### Signal wires by layer

Scale bar: 20 um. Two of the layers only.
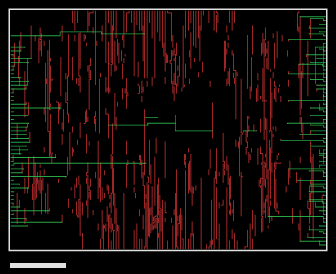
### Track usage over the die

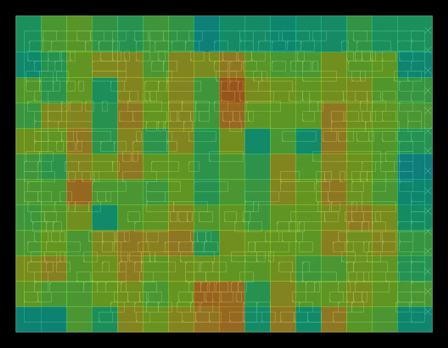
### Sequential cells coloured by netlist name

Scale bar: 20 um. Other sequential cells in the stronger grey, the rest of the logic in the fainter grey.
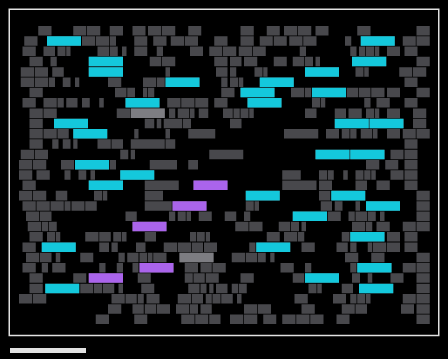
### Cell density map

11 x 9 tiles, from black (low) to pale yellow (high), 0 to 100% covered.
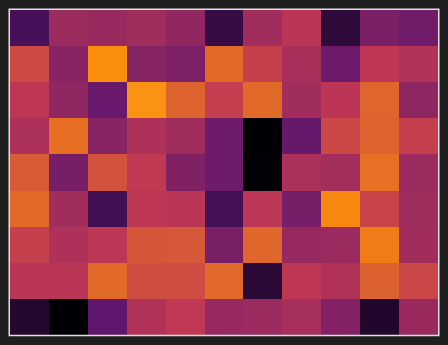
--- src/rtl/wb_arbiter.sv ---
`default_nettype none
// ============================================================================
// Module   : wb_arbiter
// Purpose  : Round-robin writeback arbiter (ALU / load unit) feeding a single
//            registered regfile write port, with combinational read bypass
//            covering the cycle in which a staged write is not yet visible.
// Revision : 1.0 - initial release
// ============================================================================
module wb_arbiter #(
  parameter int unsigned REG_ADDR_SIZE = 5,
  parameter int unsigned REG_SIZE      = 32,
  parameter int unsigned NUM_REGS      = 32
) (
  input  logic                     clk,
  input  logic                     rst_n,
  // ALU requester
  input  logic                     alu_valid,
  output logic                     alu_ready,
  input  logic [REG_ADDR_SIZE-1:0] alu_reg,
  input  logic [REG_SIZE-1:0]      alu_data,
  // Load-unit requester
  input  logic                     mem_valid,
  output logic                     mem_ready,
  input  logic [REG_ADDR_SIZE-1:0] mem_reg,
  input  logic [REG_SIZE-1:0]      mem_data,
  // Regfile write port
  output logic                     WriteEnable,
  output logic [REG_ADDR_SIZE-1:0] WriteReg,
  output logic [REG_SIZE-1:0]      WriteData,
  // Read-port bypass
  input  logic [REG_ADDR_SIZE-1:0] RegA,
  input  logic [REG_ADDR_SIZE-1:0] RegB,
  output logic                     fwd_a_hit,
  output logic [REG_SIZE-1:0]      fwd_a_data,
  output logic                     fwd_b_hit,
  output logic [REG_SIZE-1:0]      fwd_b_data
);

  // Priority pointer: which requester wins when both are valid.
  typedef enum logic [0:0] {
    PRIO_ALU = 1'b0,
    PRIO_MEM = 1'b1
  } prio_e;

  localparam logic [REG_ADDR_SIZE-1:0] c_ZERO_REG = '0;

  prio_e                     prio_q, prio_d;
  logic                      we_q, we_d;
  logic [REG_ADDR_SIZE-1:0]  wreg_q, wreg_d;
  logic [REG_SIZE-1:0]       wdata_q, wdata_d;

  logic                      w_grant_alu;
  logic                      w_grant_mem;
  logic [REG_ADDR_SIZE-1:0]  w_win_reg;
  logic [REG_SIZE-1:0]       w_win_data;
  logic                      w_win_writable;

  // Arbitration: the output stage never stalls, so every cycle with a valid
  // request produces exactly one grant. Nothing is granted while in reset.
  always_comb begin
    w_grant_alu = 1'b0;
    w_grant_mem = 1'b0;
    prio_d      = prio_q;
    if (rst_n) begin
      if (alu_valid && mem_valid) begin
        if (prio_q == PRIO_ALU) begin
          w_grant_alu = 1'b1;
          prio_d      = PRIO_MEM;
        end else begin
          w_grant_mem = 1'b1;
          prio_d      = PRIO_ALU;
        end
      end else if (alu_valid) begin
        w_grant_alu = 1'b1;
        prio_d      = PRIO_MEM;
      end else if (mem_valid) begin
        w_grant_mem = 1'b1;
        prio_d      = PRIO_ALU;
      end
    end
  end

  assign alu_ready = w_grant_alu;
  assign mem_ready = w_grant_mem;

  // Winner selection; register 0 and indices beyond the register file are
  // accepted but never written.
  always_comb begin
    w_win_reg      = w_grant_mem ? mem_reg  : alu_reg;
    w_win_data     = w_grant_mem ? mem_data : alu_data;
    w_win_writable = (w_win_reg != c_ZERO_REG) && (32'(w_win_reg) < NUM_REGS);
  end

  // Next-state for the one-entry write stage; address/data hold when idle.
  always_comb begin
    we_d    = 1'b0;
    wreg_d  = wreg_q;
    wdata_d = wdata_q;
    if (w_grant_alu || w_grant_mem) begin
      we_d    = w_win_writable;
      wreg_d  = w_win_reg;
      wdata_d = w_win_data;
    end
  end

  // State registers; reset discards any staged write.
  always_ff @(posedge clk or negedge rst_n) begin
    if (!rst_n) begin
      prio_q  <= PRIO_ALU;
      we_q    <= 1'b0;
      wreg_q  <= '0;
      wdata_q <= '0;
    end else begin
      prio_q  <= prio_d;
      we_q    <= we_d;
      wreg_q  <= wreg_d;
      wdata_q <= wdata_d;
    end
  end

  assign WriteEnable = we_q;
  assign WriteReg    = wreg_q;
  assign WriteData   = wdata_q;

  // Bypass: the staged write is not yet in the regfile, so reads of the same
  // register take it from here. Data is always presented; hit qualifies it.
  always_comb begin
    fwd_a_hit  = we_q && (wreg_q == RegA) && (RegA != c_ZERO_REG);
    fwd_b_hit  = we_q && (wreg_q == RegB) && (RegB != c_ZERO_REG);
    fwd_a_data = wdata_q;
    fwd_b_data = wdata_q;
  end

endmodule
`default_nettype wire
--- config.mk ---
export PLATFORM = sky130hd
export DESIGN_NAME = wb_arbiter
export DESIGN_NICKNAME = d
export VERILOG_FILES = /design/src/rtl/wb_arbiter.sv
export SDC_FILE = /design/constraint.sdc
export NUM_CORES = 1
export LEC_CHECK = 0
export CAP_MARGIN = 20
export CORE_ASPECT_RATIO = 0.75
export CORE_MARGIN = 2
export CORE_UTILIZATION = 30
export CTS_CLUSTER_DIAMETER = 50
export DETAILED_ROUTE_END_ITERATION = 16
export PLACE_DENSITY_LB_ADDON = 0.08
export SLEW_MARGIN = 10
export SYNTH_ARGS = -nofsm -noshare
export SYNTH_HDL_FRONTEND = slang
export SYNTH_SLANG_ARGS = --single-unit
--- constraint.sdc ---
create_clock -name clk -period 2.65 [get_ports clk]
set_input_delay 0.53 -clock clk [delete_from_list [all_inputs] [get_ports clk]]
set_output_delay 0.53 -clock clk [all_outputs]
set_load 0.02 [all_outputs]
==> results.yml <==
# flow metrics
critical_path:
  arrival_ns: 1.90
  setup.worst_path.start: "alu_valid"
  cp_max_fo: 3
  cp-end-kind: "primary output"
  cp_common_cell: "clkdlybuf4s50_1"
  path_depth: 4
final_layout:
  largestClassByArea: "buffers"
  instances_no_fill: 536
  clock_buffers: 8
  combGateArea_um2: 1100
  nonClkBufAreaFrac: 0.459
  multi_input_comb_cells: 180
  signal_buffers: 200
  antennaDiodeCount: 0
  drive_gt1_frac: 0.0467
  seq_cells: 39
clock_tree:
  cts_resized: 2
  cts_buffers: 5
  cts_hold_buf: 0
  path_clk_slew_ns: 0.06
place:
  place.port_buffers: 193
  placedCellCount: 528
  gp_congestion: 0.732
synth:
  ys_warn_count: 0
  yosysCellCount: 308
  floorplan.nets: 396
grt:
  grt_max_degree: 77
  grt_use_met2: 0.251
  grt_use_met3: 0.0466
outcome:
  status: "complete, but fails checks"
  violations: "DRC"
detailed_routing:
  ant_nets: 0
  wl_met3_um: 691
  drc: 15
  met1_length_mm: 3.54
  vias_per_cell: 4.73
  wl_met2_mm: 3.48
  drt_iter0_markers: 86
power_and_ir_drop:
  power_frac_seq: 0.310
  vdd_drop_max_mv: 0.281
floorplan:
  taps: 108
final_timing:
  hold_viol_final: 0
  hold_ws_ns: 0.312
## Picture notes: 'Signal wires by layer'
Key: green = metal 3 [wire length 691 um]; red = metal 2 [wire length 3480 um]
Vias: 2533
total wire length: 7.74 mm
Routed WL per cell: 14.4 um

## Picture notes: 'Track usage over the die'
global-route usage over all layers: 0.156
met1 Use GR: 0.210
Top Usage Layer GRT: met2

## Picture notes: 'Sequential cells coloured by netlist name'
Key: cyan = WriteData [sequential cells 32, where spread over the die]; purple = WriteReg [sequential cells 5]
Seq. cell area: 976 um2
Final Util: 0.513
Flop+latch power: 774 uW
Seq area share: 0.222

## Picture notes: 'Cell density map'
The emptiest ninth of the die: centre. The mean over all tiles is 44%. 2.0% of the tiles are over 75% full. 3.0% of the tiles are nearly empty.
CORE AREA: 8560 um2
Init Core Util: 0.312

[state kept, by name (all words and copies together) (netlist names)]
| signal | count |
|---|---|
| WriteReg | 5 |
| prio_q | 1 |
| WriteEnable | 1 |
| WriteData | 32 |
[kinds of logic after synthesis]
logic type                Yosys count  share of synthesized area
AOI/OAI and AO/OA                  81                      0.173
xor gates and xnor gates            8                     0.0262
DFF                                39                      0.366
and+or+nand+nor                    91                      0.212
buffers and inverters              89                      0.224
[power by group through the flow]
stage / sequential (mW) / clock (mW) / combinational [mW]
2_1_floorplan: 0.867 / 0 / 0.580
3_3_place_gp: 0.783 / 0 / 1.11
3_5_place_dp: 0.787 / 0 / 1.11
4_1_cts: 0.777 / 0.650 / 1.11
5_1_grt: 0.793 / 0.680 / 1.17
6_report: 0.774 / 0.623 / 1.10
Power and IR drop assume default switching activity.
